### Metal layers overlaid

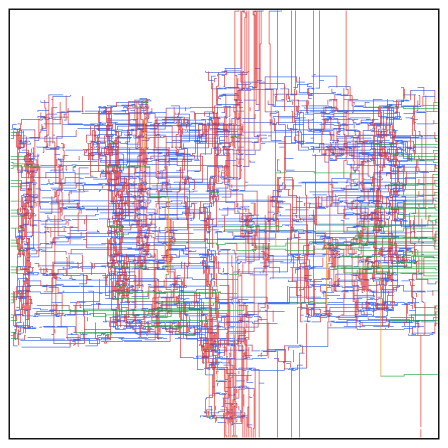
### Cell outlines without signal wires

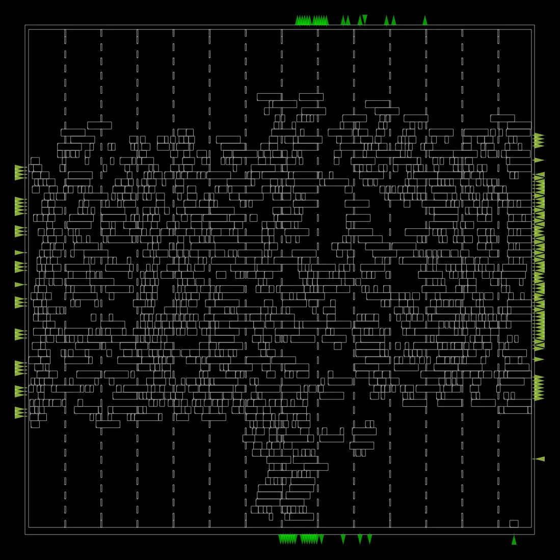
### A small window of the routed layout

Region (77, 38) to (117, 78) um. Cells in grey, sequential cells in the stronger grey; small squares are vias.
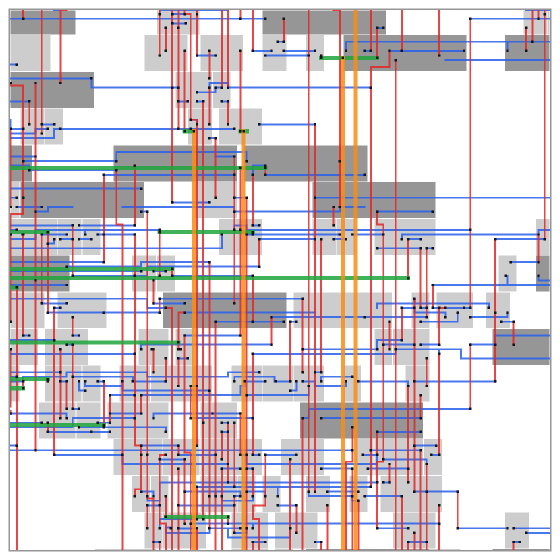
### Clock network drawn from the DEF

Scale bar: 50 um.
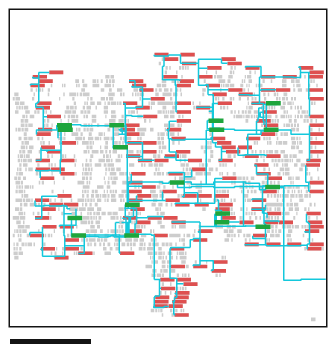
$ cat src/rtl/div_pkg.sv
// rtl/div_pkg.sv - shared state encoding and sizing helpers for the sequential divider
package div_pkg;

  localparam int DIV_STATE_W = 2;

  typedef enum logic [DIV_STATE_W-1:0] {
    DIV_IDLE = 2'd0,
    DIV_CALC = 2'd1,
    DIV_FIX  = 2'd2
  } div_state_e;

  // Bits needed to count 0..width restoring steps
  function automatic int div_cnt_w(input int width);
    return $clog2(width + 1);
  endfunction

endpackage

$ cat src/rtl/div_step.sv
// rtl/div_step.sv - one combinational restoring-division iteration
module div_step #(
  parameter int WIDTH = 32
) (
  input  logic [WIDTH-1:0] rem_in,
  input  logic             dvd_msb,
  input  logic [WIDTH-1:0] dvs,
  output logic [WIDTH-1:0] rem_out,
  output logic             q_bit
);

  logic [WIDTH:0] shifted;
  logic [WIDTH:0] trial;

  // Shift the next dividend bit in, trial-subtract, keep or restore.
  // The extra top bit of trial acts as the borrow/sign of the subtraction.
  always_comb begin
    shifted = {rem_in, dvd_msb};
    trial   = shifted - {1'b0, dvs};
    q_bit   = ~trial[WIDTH];
    rem_out = q_bit ? trial[WIDTH-1:0] : shifted[WIDTH-1:0];
  end

endmodule

$ cat src/rtl/div_seq.sv
// rtl/div_seq.sv - multi-cycle signed/unsigned restoring divider, remainder on high, quotient on low
module div_seq
  import div_pkg::*;
#(
  parameter int WIDTH = 32
) (
  input  logic             clk,
  input  logic             reset,
  input  logic             div,
  input  logic             is_signed,
  input  logic [WIDTH-1:0] a,
  input  logic [WIDTH-1:0] b,
  output logic [WIDTH-1:0] high,
  output logic [WIDTH-1:0] low,
  output logic             busy,
  output logic             div_end,
  output logic             div_zero
);

  localparam int                CNT_W     = div_cnt_w(WIDTH);
  localparam logic [CNT_W-1:0] LAST_STEP = CNT_W'(WIDTH - 1);

  div_state_e       state;
  div_state_e       state_d;
  logic [WIDTH-1:0] rem_q;
  logic [WIDTH-1:0] dvd_q;   // dividend shifts out the top, quotient bits shift in the bottom
  logic [WIDTH-1:0] dvs_q;
  logic             q_neg;
  logic             r_neg;
  logic [CNT_W-1:0] cnt;

  logic [WIDTH-1:0] rem_nxt;
  logic             q_bit;
  logic             b_zero;
  logic             start;
  logic [WIDTH-1:0] a_mag;
  logic [WIDTH-1:0] b_mag;

  // Operand magnitudes and start qualification; MIN negates to itself, which is its correct unsigned magnitude
  always_comb begin
    b_zero = (b == '0);
    start  = (state == DIV_IDLE) && div && !b_zero;
    a_mag  = (is_signed && a[WIDTH-1]) ? -a : a;
    b_mag  = (is_signed && b[WIDTH-1]) ? -b : b;
  end

  div_step #(.WIDTH(WIDTH)) u_step (
    .rem_in  (rem_q),
    .dvd_msb (dvd_q[WIDTH-1]),
    .dvs     (dvs_q),
    .rem_out (rem_nxt),
    .q_bit   (q_bit)
  );

  // Next-state selection: IDLE -> CALC for WIDTH steps -> FIX -> IDLE
  always_comb begin
    state_d = state;
    case (state)
      DIV_IDLE: if (start) state_d = DIV_CALC;
      DIV_CALC: if (cnt == LAST_STEP) state_d = DIV_FIX;
      DIV_FIX:  state_d = DIV_IDLE;
      default:  state_d = DIV_IDLE;
    endcase
  end

  // State register
  always_ff @(posedge clk or posedge reset) begin
    if (reset) state <= DIV_IDLE;
    else       state <= state_d;
  end

  // Datapath and registered outputs: capture, iterate, sign-fix and publish
  always_ff @(posedge clk or posedge reset) begin
    if (reset) begin
      rem_q    <= '0;
      dvd_q    <= '0;
      dvs_q    <= '0;
      q_neg    <= 1'b0;
      r_neg    <= 1'b0;
      cnt      <= '0;
      high     <= '0;
      low      <= '0;
      busy     <= 1'b0;
      div_end  <= 1'b0;
      div_zero <= 1'b0;
    end else begin
      div_end <= 1'b0;
      case (state)
        DIV_IDLE: begin
          if (div) begin
            if (b_zero) begin
              div_zero <= 1'b1;
              div_end  <= 1'b1;
            end else begin
              rem_q    <= '0;
              dvd_q    <= a_mag;
              dvs_q    <= b_mag;
              q_neg    <= is_signed & (a[WIDTH-1] ^ b[WIDTH-1]);
              r_neg    <= is_signed & a[WIDTH-1];
              cnt      <= '0;
              div_zero <= 1'b0;
              busy     <= 1'b1;
            end
          end
        end
        DIV_CALC: begin
          rem_q <= rem_nxt;
          dvd_q <= {dvd_q[WIDTH-2:0], q_bit};
          cnt   <= cnt + CNT_W'(1);
        end
        DIV_FIX: begin
          low     <= q_neg ? -dvd_q : dvd_q;
          high    <= r_neg ? -rem_q : rem_q;
          div_end <= 1'b1;
          busy    <= 1'b0;
        end
        default: ;
      endcase
    end
  end

endmodule

$ cat config.mk
export PLATFORM = sky130hd
export DESIGN_NAME = div_seq
export DESIGN_NICKNAME = d
export VERILOG_FILES = /design/src/rtl/div_pkg.sv /design/src/rtl/div_step.sv /design/src/rtl/div_seq.sv
export SDC_FILE = /design/constraint.sdc
export NUM_CORES = 1
export LEC_CHECK = 0
export CORE_UTILIZATION = 30
export DETAILED_ROUTE_END_ITERATION = 16
export DONT_BUFFER_PORTS = 1
export SLEW_MARGIN = 20
export SYNTH_ARGS = -nofsm -noshare
export SYNTH_HDL_FRONTEND = slang
export SYNTH_SLANG_ARGS = --single-unit
export TNS_END_PERCENT = 20
$ cat constraint.sdc
create_clock -name clk -period 6.7 [get_ports clk]
set_input_delay 1.005 -clock clk [delete_from_list [all_inputs] [get_ports clk]]
set_output_delay 1.005 -clock clk [all_outputs]
set_load 0.01 [all_outputs]
==> impl_metrics.yaml <==
# flow metrics
clock_network:
  htree_levels: 4
  cts_resized: 0
  clkSlewWorstSetupHoldPaths_ns: 0.07
  cts_made_buffers: 17
  post_cts_buffers: 0
  cts_sinks: 173
  clock_latency_ns: 0.45
  cts_buffer_depth: 2
  ctsHoldBuffers: 0
  root_buffer: "clkbuf_16"
  cts_tree: "built"
timing:
  rsz0062_at_grt: "no"
  post-route-min-period_ns: 4.123
  fmax_ghz: 0.2426
  slew_violations: 0
  slew_headroom_pct: 30.52
  final.setup.tns_ns: 0
  hold_viol_final: 0
  setup_violations: 0
  skew_ns: 0.01480
  worst_slew_pin_slew_ns: 1.042
  fin_crit_sh_pct: 61.53
setup_path:
  cpMostUsedCell: "or4_1"
  worstSetupEndpointType: "register"
  r2r_slack_ns: 3.00
  path_buffers: 1
  startpoint_type: "input port"
  required_ns: 7.04
  critical_path_class: "input port to register"
  r2r_cells: 11
  worstPathMaxFanout: 63
  crit_path_max_incr_delay_ns: 0.83
  r2r-start: "dvs_q[0]"
  crit_cells: 8
  startpoint: "b[26]"
  arrival_ns: 4.46
  cp_slowest_cell: "or2_2"
  cp_top_family: "simple AND/OR/NAND/NOR gates"
  worstPathCellList: "or4_1 > or3_1 > or4_1 > a21oi_1 > or2_2 > buf_4 > nand2_1 > o21ai_0"
synth:
  syn_area_mm2: 0.01115
  ys.flops: 173
  syn_inst: 1348
  netlist.area_leader.share_pct: 38.81
  synth.top_cells.by_count: "216 x nand2_1, 173 x dfrtp_1, 171 x o21ai_0"
  ys_seq_share_pct: 38.81
  syn_area_per_cell_um2: 8.275
  synth-async-reset-ratio_pct: 100.0
  synth.most_common_cell: "nand2_1"
  yosys_warnings: 0
  top_cells_by_area: "dfrtp_1 39%, o21ai_0 7.7%, nand2_1 7.3%, xor2_1 6.9%, a21oi_1 4.8%"
  ys_area_mm2: 0.01115
  synthFlopType: "dfrtp_1"
  largest_area_cell: "dfrtp_1"
  edf_count: 0
  ys_cells: 1348
  synth.net_count: 1454
  ys_types: 61
drt:
  first_pass_iters: 7
  routedWlPerCell_um: 16.17
  remaining_drc_errors: 0
  drt_wl_total_mm: 28.85
  routed_via_density: 5.076
  antenna_left: 0
  drt_iter0_markers: 630
  route.vias.total: 9056
pwr:
  finalPower_w: 0.006536
  power_density_mw_per_mm2: 539.2
  ir_worst_vdd_v: 0.0003378
  power_leakage_nw: 4.966
finish:
  antenna_cells: 0
  final_nets: 1409
  n_fill_cell: 3880
  lay_top_cells: "216 x nand2_1, 173 x dfrtp_1, 171 x o21ai_0"
  lay_top_count: "nand2_1"
  drive_above_1_share_pct: 4.407
  area_delta_synth_final_pct: 8.671
  stdcell_area_mm2: 0.01212
global_route:
  antenna_found_initial: 0
  grt_usage_pct: 15.54
  overflow: 0
  grt_start_max_net_pins: 131
  grt_pass1_wl_mm: 47.21
  first_global_vias: 8653
worst_hold_path:
  hp-start: "dvs_q[16]"
  hold_path_class: "register to register"
  hold_depth: 2
floorplan:
  io_pins: 135
  num_rows: 70
  die_w_um: 194.8
  fp_util_pct: 30.47
  chipHeight_um: 194.8
  die-area_mm2: 0.03796
place:
  gp_congestion: 0.8297
  place_area_mm2: 0.01150
  dp_cells: 1751
  numPortBuffers: 0
  dp_hpwl_mm: 21.57
job:
  drv_cap: 0
  warning_count: 29
status:
  outcome: "complete, no violations"
## Picture notes: 'Metal layers overlaid'
[red] M2 | wire length: 12600 um
[blue] M1 | wire length: 13900 um
[orange] M4 | wire length: 424 um
[green] M3 | wire length: 1900 um

## Picture notes: 'Cell outlines without signal wires'
fin cells: 1784
sequential cells: 173
core area: 0.03661 mm^2

## Picture notes: 'A small window of the routed layout'
[green] M3
[orange] M4
[blue] M1
[red] M2
most frequent: nand2_1 (13), o21ai_0 (11), dfrtp_1 (10)
netlist names of flops here include: `rem_q` (8)
sequential cells in the window: 10
cells with their middle in the window: 80

## Picture notes: 'Clock network drawn from the DEF'
[green] clock-net drivers | count: 17
[red] flip-flops | count: 173
[cyan] clock wires | length: 2490 um
routed clock nets: 18

==> through the flow <==
stage | hold slack, ns | utilization, % | setup slack [ns]
detailed placement | 0.4727 | 31.41 | 2.136
global placement | 0.4632 | 31.41 | 2.234
global route | 0.4982 | 33.11 | 2.306
floorplan | 0.4498 | - | 1.007
finish | 0.4757 | 33.11 | 2.577
CTS | 0.4874 | 33.04 | 2.598
==> sequential cells by signal, indices dropped and copies added, names as in the netlist, 2 cells and up <==
signal	cells
high	32
dvs_q	32
dvd_q	32
state	2
rem_q	32
cnt	6
low	32
==> power by group <==
part           leakage [nW]  switching (W)  total [W]  internal (W)
clock                 0.288       0.000471    0.00102      0.000547
sequential             2.22       0.000536    0.00197       0.00144
combinational          2.46        0.00203    0.00354       0.00151
total                  4.97        0.00304    0.00654       0.00350
==> metal layers <==
metal  vias up  track usage [%]  wire length [um]
met2       226            23.64             12600
met1      4211            21.84             13920
met4         0            3.966               423
met5         -                0                 0
met3        19            3.939              1902
li1       4600                -                 -
==> cell families after synthesis <==
group           synth area share (%)
simple gates                   18.08
buf+inv                        4.419
xor+xnor                       11.54
fa+ha+maj                      4.330
compound gates                 20.48
mux                            2.333
flops                          38.81
==> cell type report <==
type                       instances  area [um^2]  share of cell area [%]
sequential                       173         4329                   35.71
timing repair buffer               5        50.05                  0.4129
clock inverter                    13        145.1                   1.197
clock buffer                      19        452.9                   3.737
inverter                          51        196.4                   1.621
multi-input combinational       1055         6362                   52.49
tap                              468        585.6                   4.831
==> worst paths after layout <==
kind	to
max in group asynchronous	dvs_q[28]
min reg2reg	dvs_q[16]
max	rem_q[28]
max reg2reg	rem_q[25]
min	dvs_q[16]
min in group asynchronous	low[26]
Power is estimated from default activity; no workload was simulated.
